===== src/rtl/alu_pkg.sv =====
// rtl/alu_pkg.sv - shared opcodes, command record and sequencer states for the ALU front end
package alu_pkg;

  localparam logic [2:0] OP_NOP     = 3'b000;
  localparam logic [2:0] OP_ADD     = 3'b001;
  localparam logic [2:0] OP_AND     = 3'b010;
  localparam logic [2:0] OP_OR      = 3'b011;
  localparam logic [2:0] OP_LT      = 3'b100;
  localparam logic [2:0] OP_ADD_ACC = 3'b101;
  localparam logic [2:0] OP_AND_ACC = 3'b110;
  localparam logic [2:0] OP_OR_ACC  = 3'b111;

  typedef struct packed {
    logic [2:0]  opcode;
    logic [15:0] x;
    logic [15:0] y;
  } alu_cmd_t;

  typedef enum logic [1:0] {
    ST_IDLE,
    ST_ISSUE,
    ST_WAIT,
    ST_RESP
  } seq_state_t;

endpackage


===== src/rtl/alu_cmd_fifo.sv =====
// rtl/alu_cmd_fifo.sv - DEPTH-entry synchronous command FIFO; push/pop are ignored when full/empty
module alu_cmd_fifo
  import alu_pkg::*;
#(
  parameter int DEPTH = 4
) (
  input  logic     clk,
  input  logic     rst_n,
  input  logic     push,
  input  logic     pop,
  input  alu_cmd_t wdata,
  output alu_cmd_t rdata,
  output logic     full,
  output logic     empty
);

  localparam int AW = $clog2(DEPTH);

  alu_cmd_t        mem [DEPTH];
  logic [AW-1:0]   wr_ptr;
  logic [AW-1:0]   rd_ptr;
  logic [AW:0]     count;
  logic            push_ok;
  logic            pop_ok;

  assign full    = (count == (AW+1)'(DEPTH));
  assign empty   = (count == '0);
  assign push_ok = push && !full;
  assign pop_ok  = pop && !empty;
  assign rdata   = mem[rd_ptr];

  // Pointers wrap naturally because DEPTH is a power of two.
  always_ff @(posedge clk or negedge rst_n) begin
    if (!rst_n) begin
      wr_ptr <= '0;
      rd_ptr <= '0;
      count  <= '0;
    end else begin
      if (push_ok) wr_ptr <= wr_ptr + 1'b1;
      if (pop_ok)  rd_ptr <= rd_ptr + 1'b1;
      case ({push_ok, pop_ok})
        2'b10:   count <= count + 1'b1;
        2'b01:   count <= count - 1'b1;
        default: count <= count;
      endcase
    end
  end

  always_ff @(posedge clk) begin
    if (push_ok) mem[wr_ptr] <= wdata;
  end

endmodule


===== src/rtl/alu_cmd_sequencer.sv =====
// rtl/alu_cmd_sequencer.sv - buffers ALU commands, issues one at a time and returns the captured result
module alu_cmd_sequencer
  import alu_pkg::*;
#(
  parameter int DEPTH   = 4,
  parameter int ALU_LAT = 1
) (
  input  logic        CLK,
  input  logic        RST_N,
  input  logic        in_valid,
  output logic        in_ready,
  input  logic [2:0]  in_opcode,
  input  logic [15:0] in_x,
  input  logic [15:0] in_y,
  output logic        alu_enable,
  output logic [2:0]  alu_opcode,
  output logic [15:0] alu_x,
  output logic [15:0] alu_y,
  input  logic [15:0] alu_results,
  input  logic        alu_cf,
  output logic        out_valid,
  input  logic        out_ready,
  output logic [2:0]  out_opcode,
  output logic [15:0] out_results,
  output logic        out_cf,
  output logic        busy
);

  localparam int CW = (ALU_LAT > 1) ? $clog2(ALU_LAT) : 1;

  seq_state_t     state;
  logic [CW-1:0]  wait_cnt;
  alu_cmd_t       head;
  alu_cmd_t       wcmd;
  logic           fifo_full;
  logic           fifo_empty;
  logic           pop;

  assign wcmd     = '{opcode: in_opcode, x: in_x, y: in_y};
  assign in_ready = !fifo_full;
  assign pop      = (state == ST_IDLE) && !fifo_empty;
  assign busy     = (state != ST_IDLE) || !fifo_empty;

  alu_cmd_fifo #(.DEPTH(DEPTH)) u_fifo (
    .clk   (CLK),
    .rst_n (RST_N),
    .push  (in_valid),
    .pop   (pop),
    .wdata (wcmd),
    .rdata (head),
    .full  (fifo_full),
    .empty (fifo_empty)
  );

  always_ff @(posedge CLK or negedge RST_N) begin
    if (!RST_N) begin
      state       <= ST_IDLE;
      wait_cnt    <= '0;
      alu_enable  <= 1'b0;
      alu_opcode  <= '0;
      alu_x       <= '0;
      alu_y       <= '0;
      out_valid   <= 1'b0;
      out_opcode  <= '0;
      out_results <= '0;
      out_cf      <= 1'b0;
    end else begin
      alu_enable <= 1'b0;
      case (state)
        ST_IDLE: begin
          if (!fifo_empty) begin
            alu_opcode <= head.opcode;
            alu_x      <= head.x;
            alu_y      <= head.y;
            // NOPs are answered locally and never reach the ALU.
            if (head.opcode == OP_NOP) begin
              out_opcode  <= OP_NOP;
              out_results <= '0;
              out_cf      <= 1'b0;
              out_valid   <= 1'b1;
              state       <= ST_RESP;
            end else begin
              alu_enable <= 1'b1;
              state      <= ST_ISSUE;
            end
          end
        end
        ST_ISSUE: begin
          wait_cnt <= CW'(ALU_LAT - 1);
          state    <= ST_WAIT;
        end
        ST_WAIT: begin
          if (wait_cnt == '0) begin
            out_opcode  <= alu_opcode;
            out_results <= alu_results;
            out_cf      <= alu_cf;
            out_valid   <= 1'b1;
            state       <= ST_RESP;
          end else begin
            wait_cnt <= wait_cnt - 1'b1;
          end
        end
        ST_RESP: begin
          if (out_ready) begin
            out_valid <= 1'b0;
            state     <= ST_IDLE;
          end
        end
        default: state <= ST_IDLE;
      endcase
    end
  end

endmodule


===== config.mk =====
export PLATFORM = sky130hd
export DESIGN_NAME = alu_cmd_sequencer
export DESIGN_NICKNAME = d
export VERILOG_FILES = /design/src/rtl/alu_pkg.sv /design/src/rtl/alu_cmd_fifo.sv /design/src/rtl/alu_cmd_sequencer.sv
export SDC_FILE = /design/constraint.sdc
export NUM_CORES = 1
export LEC_CHECK = 0
export CAP_MARGIN = 20
export CORE_UTILIZATION = 45
export CTS_CLUSTER_DIAMETER = 60
export DETAILED_ROUTE_END_ITERATION = 10
export MAX_ROUTING_LAYER = met4
export PLACE_DENSITY_LB_ADDON = 0.25
export SETUP_SLACK_MARGIN = 0.02
export SYNTH_ARGS = -nofsm -noshare
export SYNTH_HDL_FRONTEND = slang
export SYNTH_HIERARCHICAL = 1
export SYNTH_SLANG_ARGS = --single-unit

===== constraint.sdc =====
create_clock -name CLK -period 3.23 [get_ports CLK]
set_input_delay 0.4845 -clock CLK [delete_from_list [all_inputs] [get_ports CLK]]
set_output_delay 0.4845 -clock CLK [all_outputs]
set_load 0.02 [all_outputs]

Figure 1. Wiring heat map (run 1).
Scale: 3 px per um. The die is cut into 27 by 27 equal tiles; white is low, dark blue is high, scaled to the fullest tile. Values are wire area over tile area, all layers added.
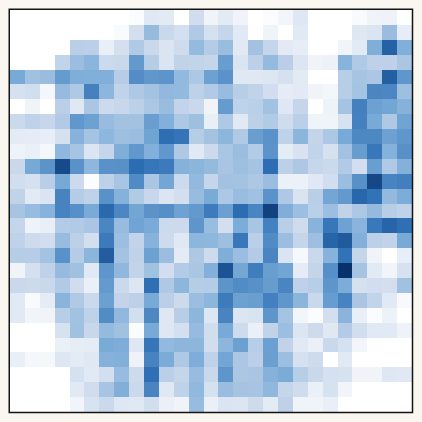
nearly empty tiles: 11%
fullest tile: 0.41
mean over tiles: 0.12
tiles over half the peak: 19%

Figure 2. Clock wires, drivers and flops (run 1).
Scale: 4 px per um.
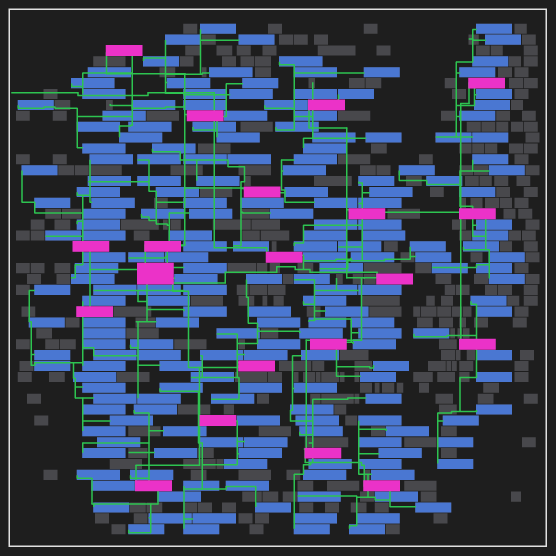
[green] clock wires | length: 2260 um
[blue] flip-flops | count: 206
[magenta] cells driving clock nets | count: 21
flops lie: all over the die
routed clock nets: 22

==> out/metrics.csv, run 1 <==
stage,metric,value,unit
outcome,outcome,"complete, no violations",
cells_and_area,non-clk buf share,12.8,%
cts,CTS buffer count,21,
global_route,GRT met1 Usage,22.9,%
cells_and_area,fillers,1230,
cells_and_area,n_diodes,0,
synthesis,count of library flops with an enable pin,140,
synthesis,asr flop ratio synth,32.0,%
critical_path,Crit. End Element,output port,
cells_and_area,Seq/total area,59.2,%
global_route,vias in the first global route,4016,
synthesis,most common cell in the netlist,edfxtp_1,
placed_design,I/O Buffers,114,
cells_and_area,layout cells sized above 1,23.4,%
cells_and_area,clk cell area share,6.74,%
cells_and_area,Seq. cell area,0.00586,mm^2
power,top power group,registers,
cells_and_area,Top cells excl fill/tap,"edfxtp_1 (140), clkdlybuf4s50_1 (113), dfrtp_1 (64), mux2_2 (36), mux4_2 (28)",
hold_path,Hold Path Class,in2async,
synthesis,ys flops,206,
synthesis,mean area per synthesized cell,21.3,um^2
critical_path,end of the critical path,busy,
cells_and_area,number of non-clock buffers in the layout,124,
cells_and_area,clk_buf instances,25,
run,total of max-cap violations,0,
floorplanning,Die Size,0.0179,mm^2
synthesis,top-area cell type share of the netlist area,53.7,%
floorplanning,Floorplan Utilization,46.7,%
cells_and_area,combinational fraction of the cell area,18.2,%
global_route,largest net degree at the start of global routing,67,
floorplanning,Top Ports,115,
timing,Max Slew Vio Count,0,
placed_design,placed instance area,0.00923,mm^2
placed_design,DPL Wire Length,8870,um
synthesis,Post-Syn Area,0.00783,mm^2
critical_path,FF-to-FF setup slack,0.56,ns
Figure 3. Routing congestion map (run 1).
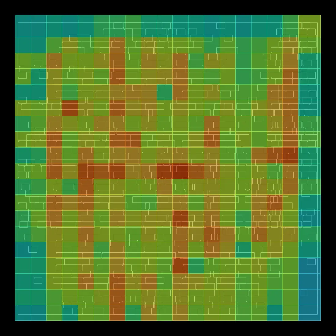
met2 GRT Util: 26.2%
overall global routing resource usage: 16.8%
GR Util met3: 3.59%
Post-Route Utilization: 59.1%

--- run 2 (diff from run 1) ---
--- a/config.mk
+++ b/config.mk
@@ -6,11 +6,12 @@
 export NUM_CORES = 1
 export LEC_CHECK = 0
 export CAP_MARGIN = 20
+export CORE_MARGIN = 8
 export CORE_UTILIZATION = 45
 export CTS_CLUSTER_DIAMETER = 60
 export DETAILED_ROUTE_END_ITERATION = 10
 export MAX_ROUTING_LAYER = met4
-export PLACE_DENSITY_LB_ADDON = 0.25
+export PLACE_DENSITY = 0.65
 export SETUP_SLACK_MARGIN = 0.02
 export SYNTH_ARGS = -nofsm -noshare
 export SYNTH_HDL_FRONTEND = slang
Figure 4. Clock wires, drivers and flops (run 2).
Scale: 3 px per um.
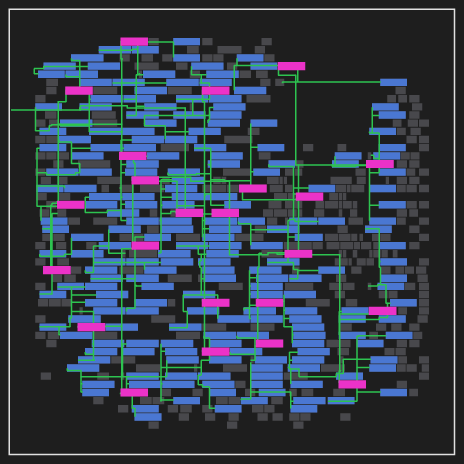
[blue] flip-flops | count: 206
[green] clock wires | length: 2370 um
[magenta] cells driving clock nets | count: 23
routed clock nets: 24

==> out/metrics.csv, run 2 <==
stage,metric,value,unit
critical_path,worst path bufs/invs,1,
synthesis,Yosys Instances,367,
placed_design,DPL Wire Length,9450,um
power,top power group,registers,
cells_and_area,nonclk inv count,10,
global_route,GR Util met3,3.79,%
power,Worst VDD drop,0.000543,V
cells_and_area,n_diodes,0,
floorplanning,Die Wd,148,um
critical_path,worst r2r src,state[1],
cells_and_area,non-clk buf share,12.3,%
timing,RSZ-0062 raised after global routing,no,
critical_path,Crit. End Element,output port,
routing,detailed-router iteration count before antenna repair,4,
global_route,GRT met1 Usage,17.6,%
cells_and_area,final std cells w/o fill,743,
cells_and_area,clk cell area share,7.20,%
run,total of max-cap violations,0,
synthesis,"Seq share, synth",74.8,%
global_route,met2 GRT Util,21.8,%
floorplanning,Die Size,0.0219,mm^2
cells_and_area,Top cells excl fill/tap,"edfxtp_1 (140), clkdlybuf4s50_1 (113), dfrtp_1 (64), mux2_2 (36), mux4_2 (28)",
routing,met2 wire length,6850,um
synthesis,Yosys Chip Area,0.00783,mm^2
synthesis,asr flop ratio synth,32.0,%
synthesis,top-area cell type share of the netlist area,53.7,%
routing,M1 WL,6560,um
global_route,GRT Max-Usage Layer,met2,
synthesis,count of library flops with an enable pin,140,
critical_path,Critical R2R Capture,u_fifo/count[2],
timing,Max Slew Vio Count,0,
routing,Routed Wire Length,14800,um
cells_and_area,Post-Route Utilization,57.7,%
routing,DRC violation count after routing,0,
critical_path,CP top delay family,simple AND/OR/NAND/NOR gates,
global_route,overall global routing resource usage,14.0,%
cells_and_area,layout cells sized above 1,22.6,%
cells_and_area,Largest register FFs,140,
critical_path,Crit. path cell count,3,
global_route,vias in the first global route,4301,
synthesis,ys flops,206,
cells_and_area,Seq. cell area,0.00586,mm^2
cells_and_area,clk_buf instances,30,
critical_path,end of the critical path,busy,
timing,skew final,0.0289,ns
placed_design,I/O Buffers,114,
cts,Post-CTS Resized,0,
synthesis,Post-Syn Area,0.00783,mm^2
global_route,grt total ovfl,0,
cells_and_area,number of non-clock buffers in the layout,125,
cts,CTS buffer count,23,
outcome,outcome,"complete, no violations",
hold_path,Hold Path Class,in2async,
global_route,largest net degree at the start of global routing,67,
synthesis,Synth area leader,edfxtp_1,
cells_and_area,final net count,568,
floorplanning,Top Ports,115,
synthesis,most common cell in the netlist,edfxtp_1,
timing,Final Hold Fails,0,
cells_and_area,combinational fraction of the cell area,18.1,%
critical_path,FF-to-FF setup slack,0.92,ns
floorplanning,Floorplan Utilization,45.6,%
cells_and_area,fillers,1311,
cells_and_area,Seq/total area,59.1,%
synthesis,synth unique cells,30,
placed_design,dpl ws,0.725,ns
routing,Iter 0 DRT Violations,178,
placed_design,placed instance area,0.00920,mm^2
cells_and_area,most common logic cell in the routed design,edfxtp_1,
floorplanning,# Taps,225,
synthesis,mean area per synthesized cell,21.3,um^2
power,Power Combinational,3.57,mW
timing,worst hold slack,0.0849,ns
No activity file was given, so power comes from the tool's default toggle rates.
